<file path="config.mk">
export PLATFORM = sky130hd
export DESIGN_NAME = ea_unit
export DESIGN_NICKNAME = d
export VERILOG_FILES = /design/src/rtl/ea_unit.sv
export SDC_FILE = /design/constraint.sdc
export NUM_CORES = 1
export LEC_CHECK = 0
export CORE_MARGIN = 2
export CORE_UTILIZATION = 50
export DETAILED_ROUTE_END_ITERATION = 6
export PLACE_DENSITY_LB_ADDON = 0.12
export SYNTH_ARGS = -nofsm -noshare
export SYNTH_HDL_FRONTEND = slang
export SYNTH_SLANG_ARGS = --single-unit
export TNS_END_PERCENT = 1
</file>
<file path="constraint.sdc">
create_clock -name Clk -period 3 [get_ports Clk]
set_input_delay 0.6 -clock Clk [delete_from_list [all_inputs] [get_ports Clk]]
set_output_delay 0.6 -clock Clk [all_outputs]
set_load 0.05 [all_outputs]
</file>
<file path="src/rtl/ea_unit.sv">
// ea_unit: SLC-3 effective-address unit; decodes the latched IR, forms the EA and
// performs the LDI/STI/TRAP indirect read over a req/ack handshake.
`default_nettype none

module ea_unit #(
  parameter int ACK_TIMEOUT = 16
) (
  input  logic        Clk,
  input  logic        Reset,
  input  logic        start,
  input  logic [15:0] ir,
  input  logic [15:0] pc,
  input  logic [15:0] base_r,
  input  logic [15:0] sext6,
  input  logic [15:0] sext9,
  input  logic [15:0] sext11,
  output logic        mem_req,
  output logic [15:0] mem_addr,
  input  logic        mem_ack,
  input  logic [15:0] mem_rdata,
  output logic [15:0] ea,
  output logic        no_ea,
  output logic        err,
  output logic        busy,
  output logic        done
);

  // Wait counter counts IND cycles 0..ACK_TIMEOUT-1; the last value is the final request cycle.
  localparam int              CW      = (ACK_TIMEOUT > 1) ? $clog2(ACK_TIMEOUT) : 1;
  localparam logic [CW-1:0]   LAST    = (ACK_TIMEOUT > 0) ? CW'(ACK_TIMEOUT - 1) : '0;
  localparam bit              TO_EN   = (ACK_TIMEOUT != 0);

  typedef enum logic [1:0] {
    IDLE = 2'd0,
    CALC = 2'd1,
    IND  = 2'd2,
    DONE = 2'd3
  } state_t;

  state_t        state;
  state_t        state_next;

  logic [15:0]   ir_lat;
  logic [15:0]   pc_lat;
  logic [15:0]   base_lat;
  logic [15:0]   s6_lat;
  logic [15:0]   s9_lat;
  logic [15:0]   s11_lat;
  logic [CW-1:0] wait_cnt;

  logic [15:0]   ea_next;
  logic          no_ea_next;
  logic          err_next;
  logic [CW-1:0] wait_cnt_next;
  logic          accept;

  logic          unused_ir;
  assign unused_ir = ^ir_lat[10:8];

  assign accept = (state == IDLE) && start;

  always_ff @(posedge Clk) begin
    if (Reset) begin
      state <= IDLE;
    end else begin
      state <= state_next;
    end
  end

  always_ff @(posedge Clk) begin
    if (Reset) begin
      ea       <= '0;
      no_ea    <= 1'b0;
      err      <= 1'b0;
      wait_cnt <= '0;
      ir_lat   <= '0;
      pc_lat   <= '0;
      base_lat <= '0;
      s6_lat   <= '0;
      s9_lat   <= '0;
      s11_lat  <= '0;
    end else begin
      ea       <= ea_next;
      no_ea    <= no_ea_next;
      err      <= err_next;
      wait_cnt <= wait_cnt_next;
      if (accept) begin
        ir_lat   <= ir;
        pc_lat   <= pc;
        base_lat <= base_r;
        s6_lat   <= sext6;
        s9_lat   <= sext9;
        s11_lat  <= sext11;
      end
    end
  end

  always_comb begin
    state_next    = state;
    ea_next       = ea;
    no_ea_next    = no_ea;
    err_next      = err;
    wait_cnt_next = wait_cnt;
    mem_req       = 1'b0;
    mem_addr      = '0;
    busy          = (state != IDLE);
    done          = 1'b0;

    case (state)
      IDLE: begin
        if (start) begin
          ea_next    = '0;
          no_ea_next = 1'b0;
          err_next   = 1'b0;
          state_next = CALC;
        end
      end

      CALC: begin
        wait_cnt_next = '0;
        state_next    = DONE;
        case (ir_lat[15:12])
          4'b0000, 4'b0010, 4'b0011, 4'b1110: ea_next = pc_lat + s9_lat;
          4'b1010, 4'b1011: begin
            ea_next    = pc_lat + s9_lat;
            state_next = IND;
          end
          4'b0100:          ea_next = ir_lat[11] ? (pc_lat + s11_lat) : base_lat;
          4'b1100:          ea_next = base_lat;
          4'b0110, 4'b0111: ea_next = base_lat + s6_lat;
          4'b1111: begin
            // Trap vectors are zero-extended, unlike every other offset.
            ea_next    = {8'h00, ir_lat[7:0]};
            state_next = IND;
          end
          default: begin
            ea_next    = '0;
            no_ea_next = 1'b1;
          end
        endcase
      end

      IND: begin
        mem_req  = 1'b1;
        mem_addr = ea;
        if (mem_ack) begin
          ea_next    = mem_rdata;
          state_next = DONE;
        end else if (TO_EN && (wait_cnt == LAST)) begin
          ea_next    = '0;
          err_next   = 1'b1;
          state_next = DONE;
        end else begin
          wait_cnt_next = wait_cnt + CW'(1);
        end
      end

      DONE: begin
        done       = 1'b1;
        state_next = IDLE;
      end

      default: state_next = IDLE;
    endcase
  end

endmodule

`default_nettype wire

</file>
Figure 1. Pin map.
Scale: 3 px per um. Pins as bars across the die edge, other pins in grey.
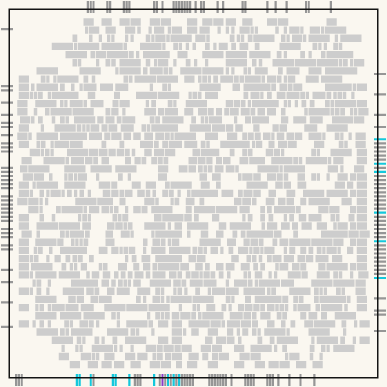
legend:
  no_ea:
    colour: purple
    pins: 1
    direction: output
    edge: bottom
  base_r:
    colour: cyan
    pins: 16
    direction: input
    edge: 10 bottom, 6 right
all pins by edge: 46 bottom, 43 right, 33 left, 31 top

Figure 2. Routed metal, one colour a layer.
Scale: 2 px per um.
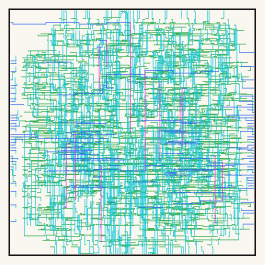
legend:
  metal 1:
    colour: green
    wire_length: 9000 um
  metal 2:
    colour: cyan
    wire_length: 9370 um
  metal 4:
    colour: magenta
    wire_length: 374 um
  metal 3:
    colour: blue
    wire_length: 1230 um

==> impl_metrics.csv <==
group,metric,value,unit
run_status,run_status,"finished, final reports clean",
global_route,number_of_antenna_violations_at_the_first_check_in_global_routing,0,
final_layout,stdcell_area,9230,sq um
global_route,largest_net_degree_at_the_start_of_global_routing,118,
sta,fmax,358,MHz
worst_setup_path,worst-r2r-cell-count,10,
die,core_region_area,13800,sq um
yosys,synth_warnings,0,
yosys,mean_post_synth_cell_area,7.66,sq um
cts,clock_latency,0.42,ns
sta,final-hold-violation-count,0,
power_and_ir_drop,power.combinational.fraction,36.8,%
yosys,yosys-top-cells-area,"sky130_fd_sc_hd__dfxtp_1 (33%), sky130_fd_sc_hd__nand2_1 (12%), sky130_fd_sc_hd__a21oi_1 (9.4%)",
final_layout,final_layout_size_suffix_gt1_share,5.84,%
sta,final_min_period_over_clock_period,93.0,%
worst_setup_path,timing.critical_path.depth,5,
place,dp.final_hpwl,14600,um
yosys,ff_type,"sky130_fd_sc_hd__dfxtp_1",
cts,cts_resized,0,
place,port_buffers,149,
cts,total_clock_sinks,117,
yosys,yosysUniqueCellTypes,65,
worst_setup_path,timing.setup.critical_path_class,"register to output port",
worst_setup_path,critical_path_required,2.40,ns
die,num_rows,43,
die,floorplan.io_pins,153,
yosys,syn_nets,1083,
flow_run,openroad.warnings,34,
cts,cts_max_level,4,
yosys,async_s_r_ff_share_synth,0,%
worst_setup_path,timing.critical_path.slowest_cell_delay,0.80,ns
sta,timing.final.setup_violations,0,
routing,vias_per_cell,5.64,
worst_setup_path,critPathLaunchType,"register",
sta,period_needed,2.79,ns
die,chipHeight,122,um
final_layout,final_util,67.0,%
final_layout,insertedDiodeCount,0,
routing,drt_iter0_drc,519,
global_route,total_global_routing_overflow,0,
die,die_area,15000,sq um
yosys,top_area_share,33.5,%
yosys,number_of_flops_mapped_to_enable_cells_by_yosys,0,
power_and_ir_drop,power.switching,0.00230,W
min_path,hold_path_class,"register to register",
yosys,yosys-stat-cells,914,
final_layout,most_numerous_logic_cells_after_layout,"sky130_fd_sc_hd__nand2_1 (220), sky130_fd_sc_hd__clkdlybuf4s50_1 (148), sky130_fd_sc_hd__a21oi_1 (132)",
cts,ctsLongestPathBuffers,2,
sta,timing.final.ws_setup,0.211,ns
power_and_ir_drop,power.ir.vdd_worst,0.401,mV
routing,firstDrtPassIters,5,
die,floorplan.initialDensity,50.8,%
yosys,synth-seq-cells,117,
routing,antenna_left,0,
routing,totalWireLength,20000,um
worst_setup_path,cp_top_family,"buffers and inverters",
worst_setup_path,critical_path_peak_fanout,21,
yosys,synthCells,914,
worst_setup_path,critical_path_buf_inv_count,3,
place,placement.cell_area,8680,sq um
worst_setup_path,cp_cell_sequence,"inv_1 -> ha_1 -> buf_4 -> and2_1 -> clkdlybuf4s50_1",
worst_setup_path,register_to_register_setup_slack,0.26,ns
place,place_ws,0.0373,ns
power_and_ir_drop,power.share.sequential,32.5,%
worst_setup_path,r2r-end,"ea[12]$_SDFFE_PP0P_",
worst_setup_path,critPathLaunch,"state[0]$_SDFFE_PP0P_",
yosys,post_synth_instance_area,7000,sq um
yosys,synth_area_leader_cell,"sky130_fd_sc_hd__dfxtp_1",
routing,remaining_drc_errors,0,
worst_setup_path,worst_r2r_startpoint,"pc_lat[0]$_SDFFE_PP0P_",
flow_run,max_cap_violations,0,
cts,cts_tree,"built",
power_and_ir_drop,internal_power,0.00388,W
cts,clk_pin_slew,0.05,ns
worst_setup_path,timing.critical_path.slowest_stage_cell,"sky130_fd_sc_hd__clkdlybuf4s50_1",
power_and_ir_drop,sw_frac_of_total,37.2,%
global_route,overall_global_routing_resource_usage,27.1,%
worst_setup_path,crit_path_end_kind,"output port",
final_layout,mostFrequentLayoutCell,"sky130_fd_sc_hd__nand2_1",
global_route,first_pass_grt_wire_length,31700,um
cts,cts_setup_buffers,0,
die,die.size.x,122,um
Figure 3. Cell classes on the final placement.
Scale: 2 px per um.
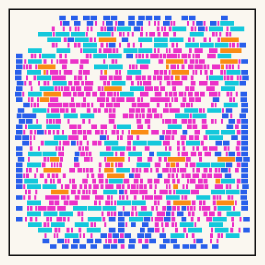
legend:
  sequential cells:
    colour: cyan
    cells: 117
  combinational and other logic:
    colour: magenta
    cells: 749
  remaining buffers and delay cells:
    colour: blue
    cells: 166
  clock drivers and dummy loads:
    colour: orange
    cells: 30

Figure 4. Clock routing.
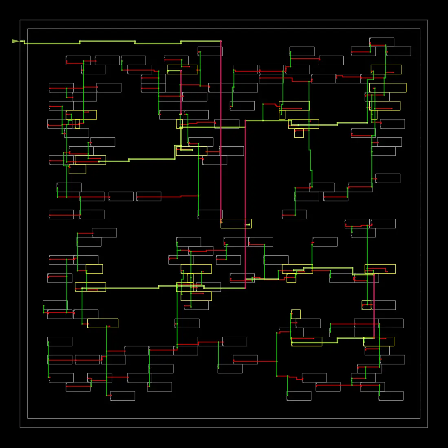
Worst Skew: 0.00332 ns
TritonCTS Buffers: 17

[stage by stage]
stage / std cells / hold slack (ns)
after floorplan: 914 / 0.432
after global placement: 1212 / 0.440
after detailed placement: 1212 / 0.446
after CTS: 1242 / 0.453
after global routing: 1242 / 0.478
final: 1242 / 0.450
[per-layer routing]
layer	part of all wire, %	GRT usage (%)	vias up	wire, um
met3	6.2	5.95	27	1230
met1	45	35.8	3214	9000
met4	1.9	9.27	0	374
met2	47	43.9	229	9370
li1	-	-	3530	-
met5	0	0	-	0
[power groups by stage]
stage,Sequential (W),Clock (W),Combinational [W]
after global routing,0.00203,0.00198,0.00250
after global placement,0.00203,0,0.00224
after floorplan,0.00197,0,0.00159
after detailed placement,0.00203,0,0.00225
after CTS,0.00200,0.00192,0.00226
final,0.00201,0.00189,0.00227
[worst min-delay path by stage]
stage                                   to  slack (ns)  depth (start not counted)
global placement    ir_lat[1]$_SDFFE_PP0P_        0.44                          2
CTS                 ir_lat[0]$_SDFFE_PP0P_        0.45                          2
floorplan           ir_lat[0]$_SDFFE_PP0P_        0.43                          2
finish              ir_lat[0]$_SDFFE_PP0P_        0.45                          2
global route        ir_lat[1]$_SDFFE_PP0P_        0.48                          2
detailed placement  ir_lat[0]$_SDFFE_PP0P_        0.45                          2
[registers in the layout (all words and copies together) (netlist names)]
register  flops
s9_lat       16
ir_lat       13
s11_lat      16
base_lat     16
err           1
state         2
wait_cnt      4
s6_lat       16
ea           16
no_ea         1
pc_lat       16
[logic make-up (layout without fill, tap and decap cells)]
group	after synthesis	count (layout)	share of synthesized area, %
compound gates	297	297	27.1
flops	117	117	33.5
fa+ha+maj	53	53	9.80
xor+xnor	32	32	4.01
mux	5	5	0.733
buf+inv	63	211	3.47
simple gates	347	347	21.5
[worst min-delay path, stage by stage (launching register included)]
cell,delay (ns)
sky130_fd_sc_hd__dfxtp_1,0.30
sky130_fd_sc_hd__nand2_1,0.05
sky130_fd_sc_hd__a21oi_1,0.05
[layout make-up]
| cell class | instances | area (sq um) |
|---|---|---|
| fill | 1250 | 4550 |
| multi-input combinational | 734 | 4420 |
| sequential | 117 | 2340 |
| timing repair buffer | 166 | 1630 |
| clock buffer | 21 | 470 |
| tap | 180 | 225 |
| clock inverter | 9 | 80.1 |
| inverter | 15 | 56.3 |
